## src/rtl/fft_butterfly_scheduler_if.sv

```systemverilog
// Handshake and address bus between the FFT butterfly scheduler and its datapath.
// FFT_SCHED_INVERSE_EN adds the inverse request and the twiddle conjugate flag.
interface fft_butterfly_scheduler_if #(
    parameter int num_points = 16
);
    localparam int LOG2N       = $clog2(num_points);
    localparam int stage_width = ($clog2(LOG2N) > 1) ? $clog2(LOG2N) : 1;
    localparam int tw_width    = (LOG2N - 1 > 1) ? LOG2N - 1 : 1;

    logic                   start;
    logic                   busy;
    logic                   done;
    logic                   rd_en;
    logic [LOG2N-1:0]       rd_addr_even;
    logic [LOG2N-1:0]       rd_addr_odd;
    logic [tw_width-1:0]    twiddle_index;
    logic [stage_width-1:0] stage;
    logic                   wr_en;
    logic [LOG2N-1:0]       wr_addr_even;
    logic [LOG2N-1:0]       wr_addr_odd;
`ifdef FFT_SCHED_INVERSE_EN
    logic                   inverse;
    logic                   twiddle_conj;

    modport master (
        input  start, inverse,
        output busy, done, rd_en, rd_addr_even, rd_addr_odd, twiddle_index,
               stage, wr_en, wr_addr_even, wr_addr_odd, twiddle_conj
    );
    modport slave (
        output start, inverse,
        input  busy, done, rd_en, rd_addr_even, rd_addr_odd, twiddle_index,
               stage, wr_en, wr_addr_even, wr_addr_odd, twiddle_conj
    );
`else
    modport master (
        input  start,
        output busy, done, rd_en, rd_addr_even, rd_addr_odd, twiddle_index,
               stage, wr_en, wr_addr_even, wr_addr_odd
    );
    modport slave (
        output start,
        input  busy, done, rd_en, rd_addr_even, rd_addr_odd, twiddle_index,
               stage, wr_en, wr_addr_even, wr_addr_odd
    );
`endif
endinterface

```

## src/rtl/fft_butterfly_scheduler.sv

```systemverilog
// In-place radix-2 DIT FFT sequencer: one butterfly per cycle, write-back one cycle behind.
// Optional inverse-FFT twiddle conjugation is enabled by FFT_SCHED_INVERSE_EN.
//
// state | meaning
// IDLE  | waiting for start
// RUN   | issuing butterfly k of the current stage
// GAP   | bubble between stages so the last write lands before the next read
// FLUSH | final write-back drains
// DONE  | one-cycle completion pulse
module fft_butterfly_scheduler #(
    parameter int num_points = 16
) (
    input  logic                       clk,
    input  logic                       reset,
    fft_butterfly_scheduler_if.master  bus
);
    localparam int LOG2N       = $clog2(num_points);
    localparam int stage_width = ($clog2(LOG2N) > 1) ? $clog2(LOG2N) : 1;
    localparam int tw_width    = (LOG2N - 1 > 1) ? LOG2N - 1 : 1;
    localparam int KW          = LOG2N - 1;
    localparam logic [KW-1:0]          K_LAST = KW'(num_points / 2 - 1);
    localparam logic [stage_width-1:0] S_LAST = stage_width'(LOG2N - 1);

    typedef enum logic [2:0] {IDLE, RUN, GAP, FLUSH, DONE} state_t;

    state_t                 state, state_next;
    logic [KW-1:0]          k_q, k_next;
    logic [stage_width-1:0] s_q, s_next;

    logic                   busy_q, done_q, rd_en_q, wr_en_q;
    logic [LOG2N-1:0]       rd_even_q, rd_odd_q, wr_even_q, wr_odd_q;
    logic [tw_width-1:0]    tw_q;
    logic [stage_width-1:0] stage_q;

    function automatic logic [LOG2N-1:0] span_of(input logic [stage_width-1:0] s);
        return LOG2N'(1) << s;
    endfunction

    function automatic logic [LOG2N-1:0] even_of(input logic [KW-1:0] k,
                                                 input logic [stage_width-1:0] s);
        logic [LOG2N-1:0] kw;
        logic [LOG2N-1:0] mask;
        kw   = {1'b0, k};
        mask = span_of(s) - LOG2N'(1);
        return ((kw >> s) << (int'(s) + 1)) | (kw & mask);
    endfunction

    function automatic logic [tw_width-1:0] twiddle_of(input logic [KW-1:0] k,
                                                       input logic [stage_width-1:0] s);
        logic [LOG2N-1:0] kw;
        logic [LOG2N-1:0] t;
        kw = {1'b0, k};
        t  = (kw & (span_of(s) - LOG2N'(1))) << (LOG2N - 1 - int'(s));
        return t[tw_width-1:0];
    endfunction

    always_comb begin
        state_next = state;
        k_next     = k_q;
        s_next     = s_q;
        case (state)
            IDLE: begin
                if (bus.start) begin
                    state_next = RUN;
                    k_next     = '0;
                    s_next     = '0;
                end
            end
            RUN: begin
                if (k_q == K_LAST) begin
                    state_next = (s_q == S_LAST) ? FLUSH : GAP;
                end else begin
                    k_next = k_q + KW'(1);
                end
            end
            GAP: begin
                state_next = RUN;
                k_next     = '0;
                s_next     = s_q + stage_width'(1);
            end
            FLUSH:   state_next = DONE;
            DONE:    state_next = IDLE;
            default: state_next = IDLE;
        endcase
    end

    // Outputs are registered from next-state values so they line up with the state they describe.
    always_ff @(posedge clk) begin
        if (reset) begin
            state     <= IDLE;
            k_q       <= '0;
            s_q       <= '0;
            busy_q    <= 1'b0;
            done_q    <= 1'b0;
            rd_en_q   <= 1'b0;
            rd_even_q <= '0;
            rd_odd_q  <= '0;
            tw_q      <= '0;
            stage_q   <= '0;
            wr_en_q   <= 1'b0;
            wr_even_q <= '0;
            wr_odd_q  <= '0;
        end else begin
            state     <= state_next;
            k_q       <= k_next;
            s_q       <= s_next;
            busy_q    <= (state_next != IDLE);
            done_q    <= (state_next == DONE);
            rd_en_q   <= (state_next == RUN);
            if (state_next == RUN) begin
                rd_even_q <= even_of(k_next, s_next);
                rd_odd_q  <= even_of(k_next, s_next) + span_of(s_next);
                tw_q      <= twiddle_of(k_next, s_next);
                stage_q   <= s_next;
            end
            wr_en_q   <= rd_en_q;
            wr_even_q <= rd_even_q;
            wr_odd_q  <= rd_odd_q;
        end
    end

    assign bus.busy          = busy_q;
    assign bus.done          = done_q;
    assign bus.rd_en         = rd_en_q;
    assign bus.rd_addr_even  = rd_even_q;
    assign bus.rd_addr_odd   = rd_odd_q;
    assign bus.twiddle_index = tw_q;
    assign bus.stage         = stage_q;
    assign bus.wr_en         = wr_en_q;
    assign bus.wr_addr_even  = wr_even_q;
    assign bus.wr_addr_odd   = wr_odd_q;

`ifdef FFT_SCHED_INVERSE_EN
    logic conj_q;

    always_ff @(posedge clk) begin
        if (reset) begin
            conj_q <= 1'b0;
        end else if (state == IDLE && bus.start) begin
            conj_q <= bus.inverse;
        end
    end

    assign bus.twiddle_conj = conj_q;
`endif
endmodule

```

## src/flat_wrapper.sv

```systemverilog
// flat-port wrapper written by rule: the top's interface ports become plain ports
module fft_butterfly_scheduler_flat 
#(
    parameter int num_points = 16
)
  (clk, reset, bus_start, bus_busy, bus_done, bus_rd_en, bus_rd_addr_even, bus_rd_addr_odd, bus_twiddle_index, bus_stage, bus_wr_en, bus_wr_addr_even, bus_wr_addr_odd);
  fft_butterfly_scheduler_if #(.num_points(num_points)) bus_i ();
  input  logic clk;
  input  logic reset;
  input wire logic [$bits(bus_i.start)-1:0] bus_start;
  output wire logic [$bits(bus_i.busy)-1:0] bus_busy;
  output wire logic [$bits(bus_i.done)-1:0] bus_done;
  output wire logic [$bits(bus_i.rd_en)-1:0] bus_rd_en;
  output wire logic [$bits(bus_i.rd_addr_even)-1:0] bus_rd_addr_even;
  output wire logic [$bits(bus_i.rd_addr_odd)-1:0] bus_rd_addr_odd;
  output wire logic [$bits(bus_i.twiddle_index)-1:0] bus_twiddle_index;
  output wire logic [$bits(bus_i.stage)-1:0] bus_stage;
  output wire logic [$bits(bus_i.wr_en)-1:0] bus_wr_en;
  output wire logic [$bits(bus_i.wr_addr_even)-1:0] bus_wr_addr_even;
  output wire logic [$bits(bus_i.wr_addr_odd)-1:0] bus_wr_addr_odd;
  assign bus_i.start = bus_start;
  assign bus_busy = bus_i.busy;
  assign bus_done = bus_i.done;
  assign bus_rd_en = bus_i.rd_en;
  assign bus_rd_addr_even = bus_i.rd_addr_even;
  assign bus_rd_addr_odd = bus_i.rd_addr_odd;
  assign bus_twiddle_index = bus_i.twiddle_index;
  assign bus_stage = bus_i.stage;
  assign bus_wr_en = bus_i.wr_en;
  assign bus_wr_addr_even = bus_i.wr_addr_even;
  assign bus_wr_addr_odd = bus_i.wr_addr_odd;
  fft_butterfly_scheduler #(.num_points(num_points)) u_core (.clk(clk), .reset(reset), .bus(bus_i));
endmodule
```

## config.mk

```make
export PLATFORM = sky130hd
export DESIGN_NAME = fft_butterfly_scheduler_flat
export DESIGN_NICKNAME = d
export VERILOG_FILES = /design/src/rtl/fft_butterfly_scheduler_if.sv /design/src/rtl/fft_butterfly_scheduler.sv /design/src/flat_wrapper.sv
export SDC_FILE = /design/constraint.sdc
export NUM_CORES = 1
export LEC_CHECK = 0
export ABC_AREA = 1
export CAP_MARGIN = 20
export CORE_ASPECT_RATIO = 1.75
export CORE_UTILIZATION = 55
export DETAILED_ROUTE_END_ITERATION = 6
export HOLD_SLACK_MARGIN = 0.15
export PLACE_DENSITY = 0.87
export RECOVER_POWER = 25
export SYNTH_ARGS = -nofsm -noshare
export SYNTH_HDL_FRONTEND = slang
export SYNTH_SLANG_ARGS = --single-unit
export TNS_END_PERCENT = 30
```

## constraint.sdc

```tcl
create_clock -name clk -period 4.7 [get_ports clk]
set_input_delay 0.47 -clock clk [delete_from_list [all_inputs] [get_ports clk]]
set_output_delay 0.47 -clock clk [all_outputs]
set_load 0.01 [all_outputs]
```

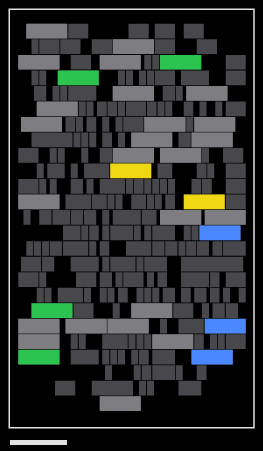
Run 1: sequential cells grouped by signal name
Scale bar: 10 um. Other sequential cells in the stronger gray, the rest of the logic in the fainter gray.
Key: u_core.bus.stage = yellow [flops 2]; u_core.bus.wr_addr_odd = green [flops 4]; u_core.state = blue [flops 3]

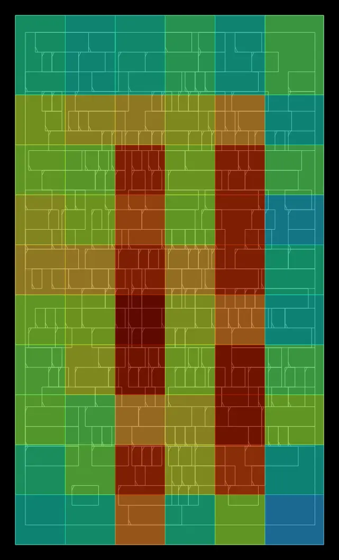
Run 1: routing congestion map
met2 track demand over resource in global routing: 44.1%
Total Routing Usage GR: 24.5%

==> summary.log, run 1 <==
qor: run_status.status completed
qor: die.die_h 73.1 um
qor: power_and_ir_drop.seq_cell_power 0.303 mW
qor: clock_network.cts-root-to-sink-buffers 2
qor: placement.dp_slack 1500 ps
qor: logic_synthesis.topCombFamilyByArea simple AND/OR/NAND/NOR gates
qor: critical_path.crit_family adder cells
qor: timing.fin_skew 6.19 ps
qor: timing.fmax 341 MHz
qor: routing.drc_errors_left 0
qor: logic_synthesis.yosys.area_share.adder 8.35%
qor: power_and_ir_drop.power_density_relative_to_cell_area 336 mW/mm^2
qor: worst_hold_path.worstHoldPathType reg -> reg
qor: routing.via_count 1,352
qor: power_and_ir_drop.total_switching_power 0.161 mW
qor: die.io_pins 28
qor: clock_network.clk-insertion-delay-late 290 ps
qor: routing.drt_iter0_drc 30
qor: finish.layout.area.seq 661 sq um
qor: logic_synthesis.synth_instances 201
qor: clock_network.postCtsHoldBufs 0
qor: finish.drive_above_1_share 14.7%
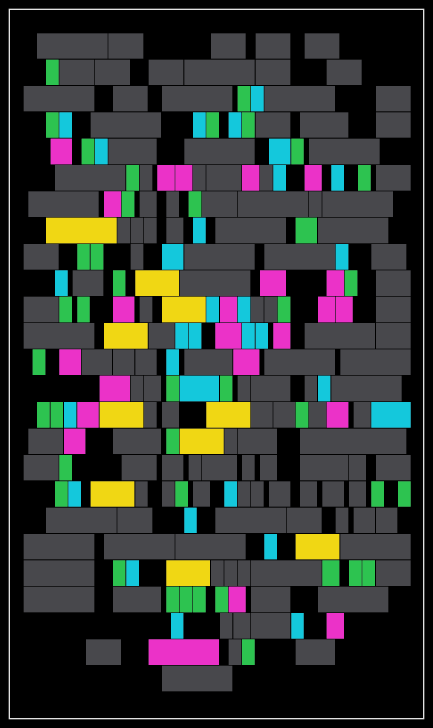
Run 1: gate families picked out
Key: nor cells = cyan [cells 30, most used nor2_1]; aoi and oai cells = magenta [cells 23, most used a21oi_1]; fa/ha/maj cells = yellow [cells 10, most used ha_1]; inv cells = green [cells 40, most used inv_1, where spread over the die]

-- run 1: worst paths after layout --
path,end,cells past startpoint
min,u_core.bus.wr_en,2
max,u_core.bus.rd_addr_odd[2],16
min reg2reg,u_core.bus.wr_en,2
max reg2reg,u_core.bus.rd_addr_odd[2],15
-- run 1: layout by cell type (no fill, tap or decap), types with 6 or more instances in the layout --
cell type,synthesis,routed
dlygate4sd3_1,0,7
nand2_1,28,28
dfxtp_1,33,33
nand3_1,12,12
inv_1,36,36
clkbuf_8,0,6
a21oi_1,6,6
nor2_1,26,26
ha_1,9,9
nand2_2,7,7
clkdlybuf4s50_1,0,20
-- run 1: synthesized netlist by cell type, types with 3 or more instances --
cell type	n	area [sq um]
nor2_1	26	97.6
nand2_2	7	43.8
nand3_2	4	40.0
nand3_1	12	60.1
clkbuf_1	3	11.3
dfxtp_1	33	661
o21ai_0	5	25.0
nand2_1	28	105
ha_1	9	113
a21oi_1	6	30.0
inv_1	36	135
nand2_4	5	56.3
o22ai_1	4	25.0
-- run 1: worst reg2reg max path, delay by kind of cell (launching register included) --
kind                     cells  cell delay (ps)
adder cells (fa/ha/maj)      3              960
AND/OR/NAND/NOR              6              690
flip-flops                   1              430
AND-OR/OR-AND                2              240
buffers and inverters        3              190
XOR/XNOR                     1              140
-- run 1: metal layers --
metal | GRT usage [%] | part of all wire [%] | vias to the layer above
li1 | - | - | 683
met1 | 23.6 | 37 | 628
met2 | 44.1 | 55 | 31
met3 | 6.93 | 3.7 | 10
met4 | 16.3 | 3.9 | 0
met5 | 0 | 0 | -
-- run 1: cell type report --
cell class | count | share of cell area (%)
inverter | 40 | 7.73
timing repair buffer | 27 | 13.6
sequential | 33 | 33.2
multi-input combinational | 124 | 38.0
tap | 27 | 1.70
clock buffer | 7 | 4.33
clock inverter | 1 | 1.51
Run 1, M2 wires:
Scale bar: 10 um.
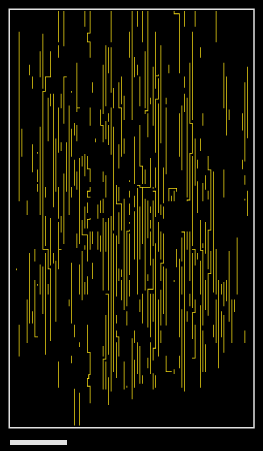

==> inputs of run 2 (changes only) <==
--- a/config.mk
+++ b/config.mk
@@ -8,10 +8,10 @@
 export ABC_AREA = 1
 export CAP_MARGIN = 20
 export CORE_ASPECT_RATIO = 1.75
-export CORE_UTILIZATION = 55
+export CORE_UTILIZATION = 51
 export DETAILED_ROUTE_END_ITERATION = 6
 export HOLD_SLACK_MARGIN = 0.15
-export PLACE_DENSITY = 0.87
+export PLACE_DENSITY = 0.82
 export RECOVER_POWER = 25
 export SYNTH_ARGS = -nofsm -noshare
 export SYNTH_HDL_FRONTEND = slang
==> constraint.sdc (replaced) <==
create_clock -name clk -period 2.7 [get_ports clk]
set_input_delay 0.27 -clock clk [delete_from_list [all_inputs] [get_ports clk]]
set_output_delay 0.27 -clock clk [all_outputs]
set_load 0.01 [all_outputs]
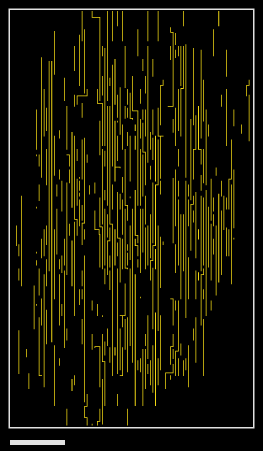
Run 2: M2 wires
Scale bar: 10 um.
The wires run mostly vertical. The layer holds 57% of the routed length. 226 nets have wire on it. The longest straight run is 51.0 um.

==> run 2 against run 1 <==
Hold slack got worse by 2.7 ps. Combinational power increased by 92%. Count of clock-buffer cells in the layout did not move. Worst setup slack lost 1700 ps. Die size up 7.6%. Cell area rose by 8.4%. Total power rose by 59%. Area after synthesis is the same.
==> summary.log, run 2 <==
qor: run_status.status completed [unchanged]
qor: finish.mostFrequentLayoutCells 36 x inv_1, 32 x dfxtp_1, 27 x nand2_1 [was 36 x inv_1, 33 x dfxtp_1, 28 x nand2_1]
qor: logic_synthesis.netlist.top_cell.by_instances inv_1 [unchanged]
qor: worst_hold_path.timing.hold.worst_path_depth 2 [unchanged]
qor: die.die_h 75.8 um [was 73.1 um]
qor: critical_path.r2r-end u_core.bus.rd_addr_odd[2] [unchanged]
qor: routing.drc_errors_left 0 [unchanged]
qor: critical_path.crit_family adder cells [unchanged]
qor: die.io_pins 28 [unchanged]
qor: finish.drive_above_1_share 24.4% [was 14.7%]
qor: worst_hold_path.worstHoldPathType reg -> reg [unchanged]
qor: logic_synthesis.yosys.area.top_type dfxtp_1 [unchanged]
qor: critical_path.reg2reg_depth 14 [was 15]
qor: placement.dp_slack -154 ps [was 1500 ps]
qor: logic_synthesis.synthTopCellsByArea dfxtp_1 42%, inv_1 8.5%, ha_1 7.1% [unchanged]
qor: clock_network.cts-root-to-sink-buffers 2 [unchanged]
qor: global_routing.grt_use_total 23.4% [was 24.5%]
qor: clock_network.clk-insertion-delay-late 290 ps [about the same]
qor: logic_synthesis.synth.top_cell.area_share 41.6% [unchanged]
qor: worst_hold_path.holdPathEnd u_core.bus.wr_en [unchanged]
qor: power_and_ir_drop.total_switching_power 0.283 mW [was 0.161 mW]
qor: routing.drt_iter0_drc 41 [was 30]
qor: routing.via_count 1,445 [was 1,352]
qor: logic_synthesis.synth_instances 201 [unchanged]
qor: power_and_ir_drop.power_density_relative_to_cell_area 492 mW/mm^2 [was 336 mW/mm^2]
qor: critical_path.setup.worst_path.end_class register [unchanged]
qor: power_and_ir_drop.seq_cell_power 0.528 mW [was 0.303 mW]
qor: timing.fin_skew 8.71 ps [was 6.19 ps]
qor: clock_network.postCtsHoldBufs 0 [unchanged]
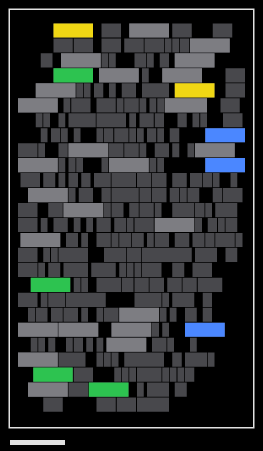
Run 2: sequential cells grouped by signal name
Scale bar: 10 um. Other sequential cells in the stronger gray, the rest of the logic in the fainter gray.
Key: u_core.bus.wr_addr_odd = green [flops 4]; u_core.bus.stage = yellow [flops 2]; u_core.state = blue [flops 3]
Another 24 sequential cells are not colored.

-- run 2: kinds of logic (layout without fill, tap and decap cells) --
kind of cell             after synthesis  after routing  synth area share [%]
adder cells (fa/ha/maj)               10             10                  8.35
AND-OR/OR-AND                         23             23                  9.38
buffers and inverters                 44             97                  10.7
XOR/XNOR                               2              2                  1.10
AND/OR/NAND/NOR                       89             89                  28.8
flip-flops                            33             33                  41.6
-- run 2: final cells by class --
cell class / count / area [sq um]
clock buffer: 7 / 76.3
clock inverter: 1 / 7.51
fill: 228 / 768
inverter: 40 / 154
multi-input combinational: 124 / 790
sequential: 33 / 662
tap: 28 / 35.0
timing repair buffer: 49 / 435
-- run 2: metal layers --
layer	GRT usage [%]	up-vias	part of all wire (%)
li1	-	725	-
met1	22.1	671	36
met2	43.5	33	57
met3	4.98	16	2.9
met4	16.2	0	4.4
met5	0	-	0
-- run 2: worst max path at each step --
stage / from / endpoint / slack, ps / cells past startpoint
2_1_floorplan: u_core.s_q[0] / u_core.bus.rd_addr_odd[2] / 230 / 13
3_3_place_gp: bus_start / u_core.bus.rd_addr_odd[2] / -100 / 16
3_5_place_dp: bus_start / u_core.bus.rd_addr_odd[2] / -150 / 16
4_1_cts: u_core.s_q[0] / u_core.bus.rd_addr_odd[2] / 60 / 13
5_1_grt: u_core.s_q[0] / u_core.bus.rd_addr_odd[2] / -110 / 14
6_report: u_core.s_q[0] / u_core.bus.rd_addr_odd[2] / 80 / 14
-- run 2: repair_timing --
item                       CTS  global route
gates resized                0             8
buffers inserted             0             1
setup endpoints to repair    0             3
-- run 2: worst min-delay path, stage by stage, from the launching register on --
cell and delay, ps:
dfxtp_1 310, inv_1 40, nor2_1 40
Power is estimated from default activity; no workload was simulated.
